==> src/rtl/pa_pkg.sv <==
// Shared constants for the multi-channel phase accumulator.
// Config target encodings, dither LFSR polynomial/seed and its step function.
package pa_pkg;

    typedef enum logic [1:0] {
        PA_SEL_FCW    = 2'd0,
        PA_SEL_INIT   = 2'd1,
        PA_SEL_OFFSET = 2'd2,
        PA_SEL_RSVD   = 2'd3
    } pa_sel_e;

    // Right-shifting Galois form of x^32+x^22+x^2+x+1.
    localparam logic [31:0] PA_LFSR_POLY = 32'h8020_0003;
    localparam logic [31:0] PA_LFSR_SEED = 32'h0000_0001;

    function automatic logic [31:0] pa_lfsr_step(input logic [31:0] s);
        return (s >> 1) ^ (s[0] ? PA_LFSR_POLY : 32'h0);
    endfunction

endpackage

==> src/rtl/pa_lane.sv <==
// One channel: fcw/init/offset registers, modular accumulator with carry flag, offset+truncate stage.
// Latency: acc/wrap one cycle after en/sync, phase one cycle after v1.
// Backpressure: none; every v1 overwrites phase.
module pa_lane #(
    parameter int WIDTH = 32,
    parameter int OUT_W = 16
) (
    input  logic             clk,
    input  logic             reset,
    input  logic             en,
    input  logic             sync,
    input  logic             v1,
    input  logic             fcw_wen,
    input  logic             init_wen,
    input  logic             offset_wen,
    input  logic [WIDTH-1:0] cfg_data,
    input  logic [WIDTH-1:0] dither,
    output logic [OUT_W-1:0] phase,
    output logic             wrap
);

    logic [WIDTH-1:0] fcw;
    logic [WIDTH-1:0] init;
    logic [WIDTH-1:0] offset;
    logic [WIDTH-1:0] acc;
    logic [WIDTH-1:0] sum;

    always_ff @(posedge clk or negedge reset) begin
        if (!reset) begin
            fcw    <= '0;
            init   <= '0;
            offset <= '0;
        end else begin
            if (fcw_wen)    fcw    <= cfg_data;
            if (init_wen)   init   <= cfg_data;
            if (offset_wen) offset <= cfg_data;
        end
    end

    // Sync takes priority; its load uses the init value from before any same-cycle write.
    always_ff @(posedge clk or negedge reset) begin
        if (!reset) begin
            acc  <= '0;
            wrap <= 1'b0;
        end else if (sync) begin
            acc  <= init;
            wrap <= 1'b0;
        end else if (en) begin
            {wrap, acc} <= {1'b0, acc} + {1'b0, fcw};
        end
    end

    // Offset and dither wrap modulo 2^WIDTH; their carry is intentionally dropped.
    assign sum = acc + offset + dither;

    always_ff @(posedge clk or negedge reset) begin
        if (!reset) begin
            phase <= '0;
        end else if (v1) begin
            phase <= OUT_W'(sum >> (WIDTH - OUT_W));
        end
    end

endmodule

==> src/rtl/phase_acc_mc.sv <==
// Multi-channel NCO phase accumulator; optional shared LFSR dither under PA_DITHER_EN.
// Latency: en/sync in cycle n -> valid/phase_out in cycle n+2; wrap from cycle n+1.
// Backpressure: none; downstream must accept every valid.
module phase_acc_mc
    import pa_pkg::*;
#(
    parameter int WIDTH = 32,
    parameter int OUT_W = 16,
    parameter int NCH   = 2,
    parameter int CH_W  = (NCH > 1) ? $clog2(NCH) : 1
) (
    input  logic                 clk,
    input  logic                 reset,
    input  logic                 en,
    input  logic                 sync,
    input  logic                 cfg_wen,
    input  logic [1:0]           cfg_sel,
    input  logic [CH_W-1:0]      cfg_ch,
    input  logic [WIDTH-1:0]     cfg_data,
    output logic [NCH*OUT_W-1:0] phase_out,
    output logic [NCH-1:0]       wrap,
    output logic                 valid
);

    logic             v1;
    logic [WIDTH-1:0] dither;

    always_ff @(posedge clk or negedge reset) begin
        if (!reset) begin
            v1    <= 1'b0;
            valid <= 1'b0;
        end else begin
            v1    <= en | sync;
            valid <= v1;
        end
    end

`ifdef PA_DITHER_EN
    localparam logic [31:0] DITHER_MASK = 32'hFFFF_FFFF >> (32 - (WIDTH - OUT_W));

    logic [31:0] lfsr;

    // The current LFSR state dithers this stage-2 update, then steps.
    always_ff @(posedge clk or negedge reset) begin
        if (!reset) begin
            lfsr <= PA_LFSR_SEED;
        end else if (v1) begin
            lfsr <= pa_lfsr_step(lfsr);
        end
    end

    assign dither = WIDTH'(lfsr & DITHER_MASK);
`else
    assign dither = '0;
`endif

    for (genvar c = 0; c < NCH; c++) begin : g_lane
        logic hit;

        // Channel numbers >= NCH never match any lane, so such writes drop out.
        assign hit = cfg_wen && (cfg_ch == CH_W'(c));

        pa_lane #(
            .WIDTH (WIDTH),
            .OUT_W (OUT_W)
        ) u_lane (
            .clk        (clk),
            .reset      (reset),
            .en         (en),
            .sync       (sync),
            .v1         (v1),
            .fcw_wen    (hit && (cfg_sel == PA_SEL_FCW)),
            .init_wen   (hit && (cfg_sel == PA_SEL_INIT)),
            .offset_wen (hit && (cfg_sel == PA_SEL_OFFSET)),
            .cfg_data   (cfg_data),
            .dither     (dither),
            .phase      (phase_out[c*OUT_W +: OUT_W]),
            .wrap       (wrap[c])
        );
    end

endmodule

==> config.mk <==
export PLATFORM = sky130hd
export DESIGN_NAME = phase_acc_mc
export DESIGN_NICKNAME = d
export VERILOG_FILES = /design/src/rtl/pa_pkg.sv /design/src/rtl/pa_lane.sv /design/src/rtl/phase_acc_mc.sv
export SDC_FILE = /design/constraint.sdc
export NUM_CORES = 1
export LEC_CHECK = 0
export CORE_MARGIN = 10
export CORE_UTILIZATION = 35
export DETAILED_ROUTE_END_ITERATION = 6
export SETUP_SLACK_MARGIN = 0.15
export SLEW_MARGIN = 20
export SYNTH_ARGS = -nofsm -noshare
export SYNTH_HDL_FRONTEND = slang
export SYNTH_SLANG_ARGS = --single-unit
==> constraint.sdc <==
create_clock -name clk -period 5 [get_ports clk]
set_input_delay 1 -clock clk [delete_from_list [all_inputs] [get_ports clk]]
set_output_delay 1 -clock clk [all_outputs]
set_load 0.1 [all_outputs]
==> flow_summary.html, run 1 <==
<h2>Implementation results</h2>
<table>
<tr><th>Metric</th><th>Value</th></tr>
<tr><th colspan="2">GRT</th></tr>
<tr><td>Global Route met1 Usage</td><td>18.8%</td></tr>
<tr><td>Pin count of the biggest net entering global routing</td><td>112</td></tr>
<tr><td>GRT Util Overall</td><td>14.2%</td></tr>
<tr><td>First-pass GRT wire length</td><td>65400 um</td></tr>
<tr><td>Total gr overflow</td><td>0</td></tr>
<tr><td>Number of antenna violations at the first check in global routing</td><td>2</td></tr>
<tr><td>Global routing met2 resource utilization</td><td>23.3%</td></tr>
<tr><th colspan="2">Run status</th></tr>
<tr><td>Outcome</td><td>finished clean</td></tr>
<tr><th colspan="2">Setup path</th></tr>
<tr><td>Largest delay share family, worst path</td><td>AND-OR/OR-AND gates</td></tr>
<tr><td>Worst-case register-to-register setup slack</td><td>1.39 ns</td></tr>
<tr><td>Crit Path Max Fanout</td><td>4</td></tr>
<tr><td>Capturing instance or port of the critical path</td><td>g_lane[0].u_lane.phase[14]$_DFFE_PN0P_</td></tr>
<tr><td>Delay of the slowest critical-path stage</td><td>0.53 ns</td></tr>
<tr><td>Setup crit start</td><td>g_lane[0].u_lane.acc[1]$_DFFE_PN0P_</td></tr>
<tr><td>Capturing element type of the critical path</td><td>flop</td></tr>
<tr><td>Source of the worst register-to-register timing path</td><td>g_lane[0].u_lane.acc[1]$_DFFE_PN0P_</td></tr>
<tr><th colspan="2">Synth</th></tr>
<tr><td>Main logic family after synthesis</td><td>multiplexers</td></tr>
<tr><td>EDFF count, synth</td><td>0</td></tr>
<tr><td>Portion of synthesized cell area occupied by the leading cell type</td><td>44.5%</td></tr>
<tr><td>Share of the yosys chip area belonging to registers</td><td>44.5%</td></tr>
<tr><td>Syn nets</td><td>1647</td></tr>
<tr><td>Most frequently used cell type in the post-synthesis netlist</td><td>sky130_fd_sc_hd__dfrtp_1</td></tr>
<tr><td>Area share of and-or/or-and cells after synthesis</td><td>14.9%</td></tr>
<tr><td>Fraction of registers with async set/reset</td><td>100%</td></tr>
<tr><td>Yosys warning total</td><td>0</td></tr>
<tr><td>Mux area share</td><td>16.9%</td></tr>
<tr><td>Mean area per synthesized cell</td><td>11.1 um2</td></tr>
<tr><td>Unique cell type count in the Yosys netlist</td><td>65</td></tr>
<tr><td>List of most frequent post-synthesis cells</td><td>292 x sky130_fd_sc_hd__dfrtp_1, 213 x sky130_fd_sc_hd__mux2_2, 124 x sky130_fd_sc_hd__ha_1, 101 x sky130_fd_sc_hd__a21oi_1, 98 x sky130_fd_sc_hd__nand2_1</td></tr>
<tr><td>Adder-cell share of the synthesized area</td><td>9.70%</td></tr>
<tr><th colspan="2">Layout</th></tr>
<tr><td>Plain + repair buffers</td><td>88</td></tr>
<tr><td>Number of diodes</td><td>0</td></tr>
<tr><td>MI comb area</td><td>8790 um2</td></tr>
<tr><td>Filler cell count</td><td>4538</td></tr>
<tr><td>Multi-input gate count</td><td>1102</td></tr>
<tr><td>Sequential share of cell area</td><td>38.6%</td></tr>
<tr><td>Final clock-cell share</td><td>5.84%</td></tr>
<tr><th colspan="2">Run</th></tr>
<tr><td>OpenROAD warning count</td><td>28</td></tr>
<tr><th colspan="2">Placed design</th></tr>
<tr><td>Placed wire-length estimate after detailed placement</td><td>28400 um</td></tr>
<tr><td>Final weighted congestion in routability-driven placement</td><td>0.859</td></tr>
<tr><td>Placed Instances</td><td>2118</td></tr>
<tr><th colspan="2">Power and ir drop</th></tr>
<tr><td>Standby leakage power</td><td>8.43 nW</td></tr>
<tr><td>P_int</td><td>7.34 mW</td></tr>
<tr><td>Switching power as a share of total power</td><td>42.4%</td></tr>
<tr><td>Total power density per cell area</td><td>673 nW/um2</td></tr>
<tr><td>Worst VDD drop</td><td>0.439 mV</td></tr>
<tr><th colspan="2">Route</th></tr>
<tr><td>Number of nets with antenna violations after routing</td><td>0</td></tr>
<tr><td>First-pass iteration count of the detailed router</td><td>5</td></tr>
<tr><th colspan="2">Clock tree</th></tr>
<tr><td>Clock tree from TritonCTS</td><td>done</td></tr>
<tr><td>Clock Tree Buf Depth</td><td>3</td></tr>
<tr><td>Clock input transition at the sequential cells of the worst setup and hold paths</td><td>0.06 ns</td></tr>
<tr><td>Total of cells resized after clock tree synthesis</td><td>0</td></tr>
<tr><td>Cts-stage hold buffer count</td><td>0</td></tr>
<tr><th colspan="2">STA</th></tr>
<tr><td>RSZ-0062 raised after global routing</td><td>false</td></tr>
<tr><td>Minimum clock period after layout</td><td>3.61 ns</td></tr>
<tr><td>Tightest slew margin relative to the limit</td><td>31.4%</td></tr>
<tr><td>Fin crit share</td><td>72.2%</td></tr>
<tr><td>Max-slew violation total from the final report</td><td>0</td></tr>
<tr><th colspan="2">Die</th></tr>
<tr><td>Tap cell instance count</td><td>607</td></tr>
</table>
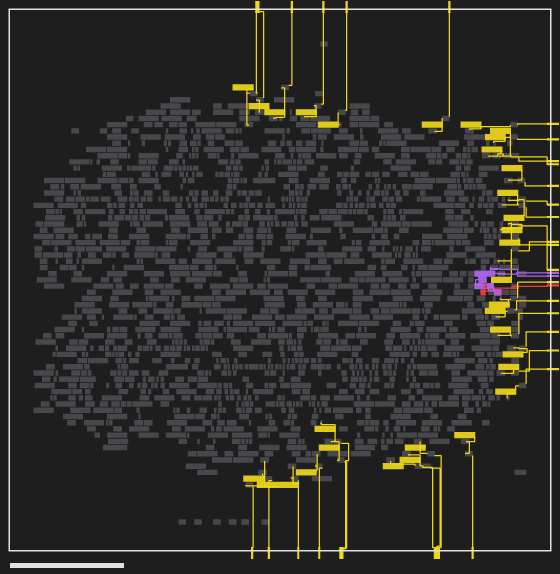
Run 1: I/O nets highlighted
The bar under the picture is 50 um long.
Key: `phase_out` = yellow [direction output, edge 16 right, 10 bottom, 6 top, end cells 32, buffers 32, wire 1310 um]; `cfg_ch` = red [direction input, edge right, end cells 4, buffers 1, wire 42.8 um]; `cfg_sel` = purple [direction input, edge right, end cells 6, buffers 2, wire 115 um]
I/O pin count: 75
Buffers on Ports: 74

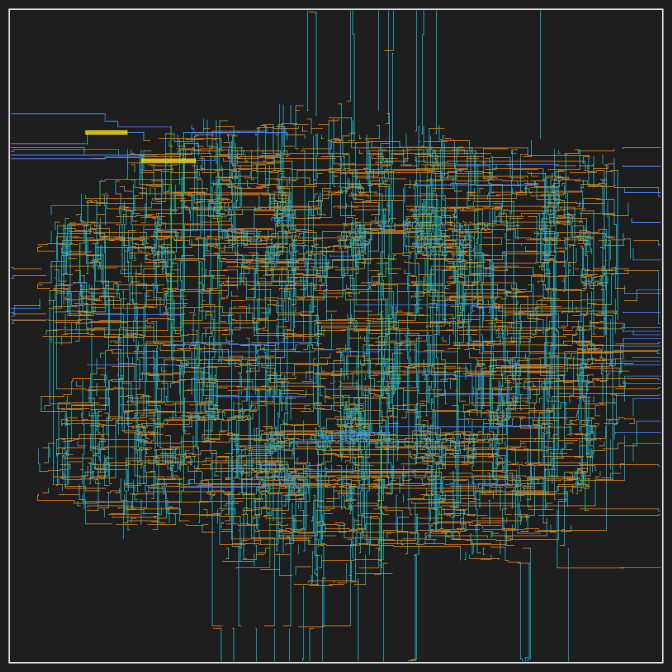
Run 1: metal layers overlaid
Key: M5 = yellow [wire length 32.2 um]; M4 = green [wire length 895 um]; M1 = orange [wire length 18800 um]; M3 = blue [wire length 1830 um]; M2 = cyan [wire length 18800 um]
mean routed wirelength per cell: 18.6 um
overall via count from detail_route: 11600

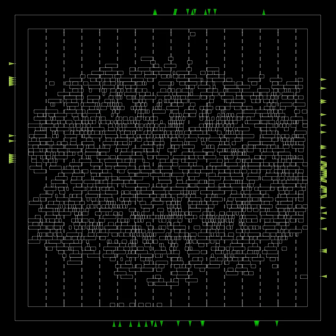
Run 1: cell outlines without signal wires
registers: 292
Layout Utilization: 40.7%

==> inputs of run 2 (changes only) <==
==> constraint.sdc (replaced) <==
create_clock -name clk -period 3.4 [get_ports clk]
set_input_delay 0.68 -clock clk [delete_from_list [all_inputs] [get_ports clk]]
set_output_delay 0.68 -clock clk [all_outputs]
set_load 0.1 [all_outputs]
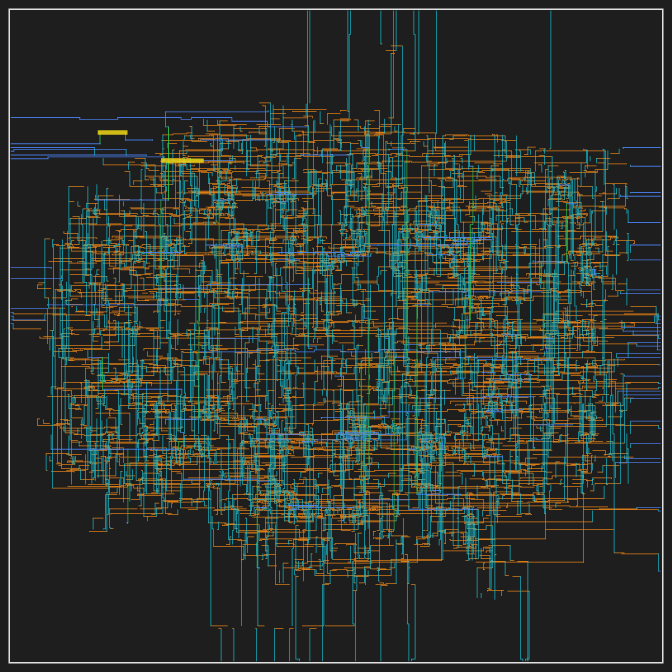
Run 2: metal layers overlaid
Key: M1 = orange [wire length 19000 um]; M5 = yellow [wire length 23.0 um]; M4 = green [wire length 984 um]; M2 = cyan [wire length 19300 um]; M3 = blue [wire length 1960 um]
wire length after detailed routing: 41300 um
GRT Util Overall: 14.5%

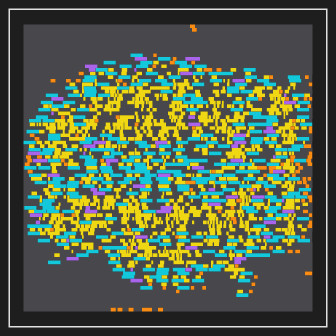
Run 2: cells colored by class
Fill, decap, tap and diode cells in gray.
Key: registers = cyan [cells 292, share of their area 39%]; clock drivers and dummy loads = purple [cells 61, share of their area 6.3%]; remaining logic cells = yellow [cells 1131, share of their area 49%]; remaining buffers and delay cells = orange [cells 116, share of their area 5.4%]
Layout Utilization: 41.5%
# rows: 79
final standard cell area without fillers: 19300 um2
sequential share of cell area: 37.9%

==> flow_summary.html, run 2 <==
<h2>Implementation results</h2>
<table>
<tr><th>Metric</th><th>Value</th></tr>
<tr><th colspan="2">Layout</th></tr>
<tr><td>MI comb area</td><td>8950 um2 (+1.8%)</td></tr>
<tr><td>Registers</td><td>292 (unchanged)</td></tr>
<tr><td>Filler cell count</td><td>4475 (-1.4%)</td></tr>
<tr><td>Multi-input gate count</td><td>1102 (unchanged)</td></tr>
<tr><td>Final clock-cell share</td><td>6.06% (+0.22 points)</td></tr>
<tr><td>Plain + repair buffers</td><td>116 (+32%)</td></tr>
<tr><th colspan="2">Clock tree</th></tr>
<tr><td>Cts-stage hold buffer count</td><td>0 (unchanged)</td></tr>
<tr><td>Clock input transition at the sequential cells of the worst setup and hold paths</td><td>0.07 ns (about the same)</td></tr>
<tr><td>Clock Tree Buf Depth</td><td>3 (unchanged)</td></tr>
<tr><th colspan="2">Synth</th></tr>
<tr><td>Yosys warning total</td><td>0 (unchanged)</td></tr>
<tr><td>Mux area share</td><td>16.9% (unchanged)</td></tr>
<tr><td>Syn nets</td><td>1647 (unchanged)</td></tr>
<tr><td>Most frequently used cell type in the post-synthesis netlist</td><td>sky130_fd_sc_hd__dfrtp_1</td></tr>
<tr><td>Fraction of registers with async set/reset</td><td>100% (unchanged)</td></tr>
<tr><td>Portion of synthesized cell area occupied by the leading cell type</td><td>44.5% (unchanged)</td></tr>
<tr><td>Unique cell type count in the Yosys netlist</td><td>65 (unchanged)</td></tr>
<tr><td>Area share of and-or/or-and cells after synthesis</td><td>14.9% (unchanged)</td></tr>
<tr><td>Mean area per synthesized cell</td><td>11.1 um2 (unchanged)</td></tr>
<tr><td>Adder-cell share of the synthesized area</td><td>9.70% (unchanged)</td></tr>
<tr><td>Main logic family after synthesis</td><td>multiplexers</td></tr>
<tr><td>Share of the yosys chip area belonging to registers</td><td>44.5% (unchanged)</td></tr>
<tr><th colspan="2">GRT</th></tr>
<tr><td>Global Route met1 Usage</td><td>18.9% (+0.18 points)</td></tr>
<tr><td>Number of antenna violations at the first check in global routing</td><td>2 (unchanged)</td></tr>
<tr><td>Global routing met2 resource utilization</td><td>23.8% (+0.48 points)</td></tr>
<tr><td>Total gr overflow</td><td>0 (unchanged)</td></tr>
<tr><td>First-pass GRT wire length</td><td>66500 um (+1.8%)</td></tr>
<tr><th colspan="2">Die</th></tr>
<tr><td>Tap cell instance count</td><td>607 (unchanged)</td></tr>
<tr><td>I/O pin count</td><td>75 (unchanged)</td></tr>
<tr><th colspan="2">Setup path</th></tr>
<tr><td>Largest delay share family, worst path</td><td>AND-OR/OR-AND gates</td></tr>
<tr><td>Crit Path Max Fanout</td><td>3 (-1)</td></tr>
<tr><td>Capturing instance or port of the critical path</td><td>g_lane[1].u_lane.acc[28]$_DFFE_PN0P_</td></tr>
<tr><td>Source of the worst register-to-register timing path</td><td>g_lane[1].u_lane.acc[0]$_DFFE_PN0P_</td></tr>
<tr><td>Worst-case register-to-register setup slack</td><td>0.15 ns (-1.24 ns)</td></tr>
<tr><td>Capturing element type of the critical path</td><td>flop</td></tr>
<tr><th colspan="2">Placed design</th></tr>
<tr><td>Placed Instances</td><td>2136 (+0.85%)</td></tr>
<tr><td>Buffers on Ports</td><td>74 (unchanged)</td></tr>
<tr><td>Final weighted congestion in routability-driven placement</td><td>0.869 (+1.2%)</td></tr>
<tr><td>Placed wire-length estimate after detailed placement</td><td>28900 um (+1.8%)</td></tr>
<tr><th colspan="2">Run</th></tr>
<tr><td>OpenROAD warning count</td><td>28 (unchanged)</td></tr>
<tr><th colspan="2">Route</th></tr>
<tr><td>Mean routed wirelength per cell</td><td>18.7 um (+0.76%)</td></tr>
<tr><td>Number of nets with antenna violations after routing</td><td>0 (unchanged)</td></tr>
<tr><td>First-pass iteration count of the detailed router</td><td>5 (unchanged)</td></tr>
<tr><th colspan="2">Run status</th></tr>
<tr><td>Outcome</td><td>finished clean</td></tr>
<tr><th colspan="2">STA</th></tr>
<tr><td>Minimum clock period after layout</td><td>3.25 ns (-0.361 ns)</td></tr>
<tr><td>Max-slew violation total from the final report</td><td>0 (unchanged)</td></tr>
<tr><td>Fin crit share</td><td>95.5% (+23 points)</td></tr>
<tr><td>Tightest slew margin relative to the limit</td><td>35.2% (+3.8 points)</td></tr>
<tr><th colspan="2">Power and ir drop</th></tr>
<tr><td>P_int</td><td>11.1 mW (+52%)</td></tr>
<tr><td>Total power density per cell area</td><td>1000 nW/um2 (+49%)</td></tr>
<tr><td>Standby leakage power</td><td>8.68 nW (+2.9%)</td></tr>
</table>
==> inputs of run 3 (changes only) <==
--- a/config.mk
+++ b/config.mk
@@ -5,7 +5,7 @@
 export SDC_FILE = /design/constraint.sdc
 export NUM_CORES = 1
 export LEC_CHECK = 0
-export CORE_MARGIN = 10
+export CORE_MARGIN = 4
 export CORE_UTILIZATION = 35
 export DETAILED_ROUTE_END_ITERATION = 6
 export SETUP_SLACK_MARGIN = 0.15
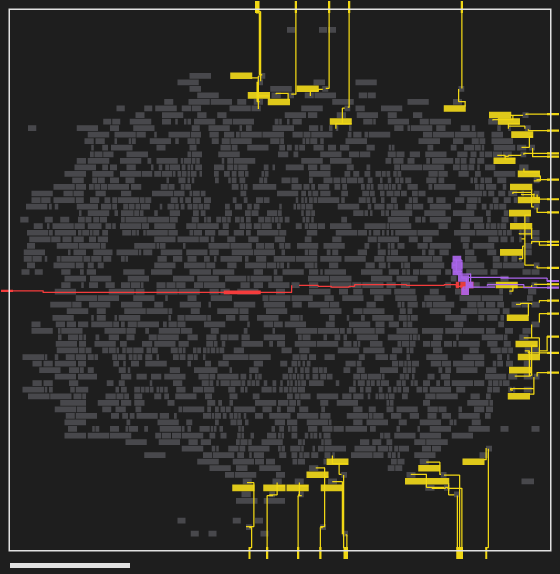
Run 3: I/O nets highlighted
The bar under the picture is 50 um long.
Key: `cfg_ch` = red [direction input, edge left, end cells 4, buffers 1, wire 196 um]; `phase_out` = yellow [direction output, edge 16 right, 10 bottom, 6 top, end cells 32, buffers 32, wire 1040 um]; `cfg_sel` = purple [direction input, edge right, end cells 6, buffers 2, wire 124 um]

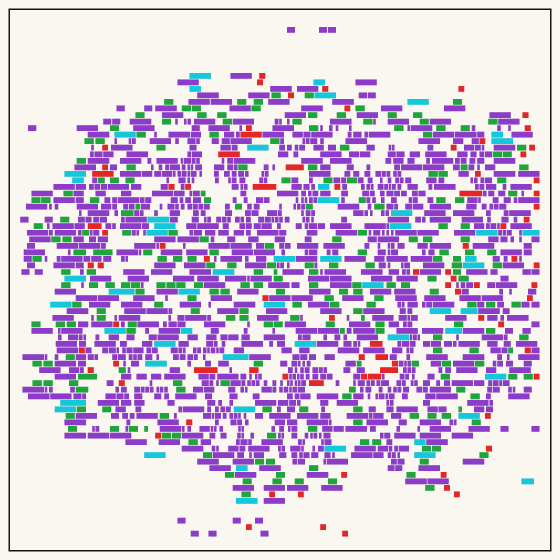
Run 3: sizing map
Key: x2 = green [cells 241, share 15%]; x3 and x4 = red [cells 82, share 5.1%]; x6 and larger = cyan [cells 53, share 3.3%]; x1 and smaller = purple [cells 1219, share 76%]
slack of the critical path: 0.204 ns
final standard cell area without fillers: 19300 um2

==> flow_summary.html, run 3 <==
<h2>Implementation results</h2>
<table>
<tr><th>Metric</th><th>Value</th></tr>
<tr><th colspan="2">Run status</th></tr>
<tr><td>Outcome</td><td>finished clean</td></tr>
<tr><th colspan="2">Synth</th></tr>
<tr><td>Area share of and-or/or-and cells after synthesis</td><td>14.9% (unchanged)</td></tr>
<tr><td>Adder-cell share of the synthesized area</td><td>9.70% (unchanged)</td></tr>
<tr><td>Unique cell type count in the Yosys netlist</td><td>65 (unchanged)</td></tr>
<tr><td>Portion of synthesized cell area occupied by the leading cell type</td><td>44.5% (unchanged)</td></tr>
<tr><td>Mean area per synthesized cell</td><td>11.1 um2 (unchanged)</td></tr>
<tr><td>Syn nets</td><td>1647 (unchanged)</td></tr>
<tr><td>Main logic family after synthesis</td><td>multiplexers</td></tr>
<tr><td>Fraction of registers with async set/reset</td><td>100% (unchanged)</td></tr>
<tr><td>Share of the yosys chip area belonging to registers</td><td>44.5% (unchanged)</td></tr>
<tr><td>Mux area share</td><td>16.9% (unchanged)</td></tr>
<tr><th colspan="2">Route</th></tr>
<tr><td>Number of nets with antenna violations after routing</td><td>0 (unchanged)</td></tr>
<tr><td>Wire length after detailed routing</td><td>40400 um (-2.1%)</td></tr>
<tr><td>Mean routed wirelength per cell</td><td>18.4 um (-1.8%)</td></tr>
<tr><td>First-pass iteration count of the detailed router</td><td>6 (+1)</td></tr>
<tr><td>Overall via count from detail_route</td><td>11800</td></tr>
<tr><th colspan="2">Placed design</th></tr>
<tr><td>Final weighted congestion in routability-driven placement</td><td>0.883 (+1.6%)</td></tr>
<tr><td>Placed Instances</td><td>2131 (-0.23%)</td></tr>
<tr><th colspan="2">GRT</th></tr>
<tr><td>Global routing met2 resource utilization</td><td>26.3% (+2.5 points)</td></tr>
<tr><td>Total gr overflow</td><td>0 (unchanged)</td></tr>
<tr><td>GRT Util Overall</td><td>16.0% (+1.5 points)</td></tr>
<tr><td>First-pass GRT wire length</td><td>65600 um (-1.4%)</td></tr>
<tr><td>Global Route met1 Usage</td><td>21.9% (+3.0 points)</td></tr>
<tr><th colspan="2">Die</th></tr>
<tr><td># rows</td><td>79 (unchanged)</td></tr>
<tr><td>I/O pin count</td><td>75 (unchanged)</td></tr>
<tr><th colspan="2">STA</th></tr>
<tr><td>Fin crit share</td><td>94.0% (-1.5 points)</td></tr>
<tr><td>Tightest slew margin relative to the limit</td><td>35.6% (+0.41 points)</td></tr>
<tr><th colspan="2">Setup path</th></tr>
<tr><td>Source of the worst register-to-register timing path</td><td>g_lane[0].u_lane.acc[5]$_DFFE_PN0P_</td></tr>
<tr><td>Capturing element type of the critical path</td><td>flop</td></tr>
<tr><td>Crit Path Max Fanout</td><td>3 (unchanged)</td></tr>
<tr><th colspan="2">Layout</th></tr>
<tr><td>Final clock-cell share</td><td>6.14% (+0.087 points)</td></tr>
<tr><td>Filler cell count</td><td>4423 (-1.2%)</td></tr>
<tr><td>Layout Utilization</td><td>41.6% (about the same)</td></tr>
<tr><td>Sequential share of cell area</td><td>37.8% (about the same)</td></tr>
<tr><td>Multi-input gate count</td><td>1102 (unchanged)</td></tr>
<tr><td>MI comb area</td><td>8950 um2 (about the same)</td></tr>
<tr><td>Plain + repair buffers</td><td>113 (-2.6%)</td></tr>
<tr><th colspan="2">Clock tree</th></tr>
<tr><td>Cts-stage hold buffer count</td><td>0 (unchanged)</td></tr>
<tr><td>Clock latency at the later pin of the worst-skew pair</td><td>0.53 ns</td></tr>
<tr><td>Clock input transition at the sequential cells of the worst setup and hold paths</td><td>0.06 ns (about the same)</td></tr>
<tr><td>Clock Tree Buf Depth</td><td>3 (unchanged)</td></tr>
<tr><th colspan="2">Power and ir drop</th></tr>
<tr><td>Standby leakage power</td><td>8.67 nW (-0.11%)</td></tr>
<tr><td>Total power density per cell area</td><td>1000 nW/um2 (about the same)</td></tr>
<tr><th colspan="2">Run</th></tr>
<tr><td>OpenROAD warning count</td><td>28 (unchanged)</td></tr>
<tr><td>Max_cap viols</td><td>0</td></tr>
</table>
Power and IR drop assume default switching activity.
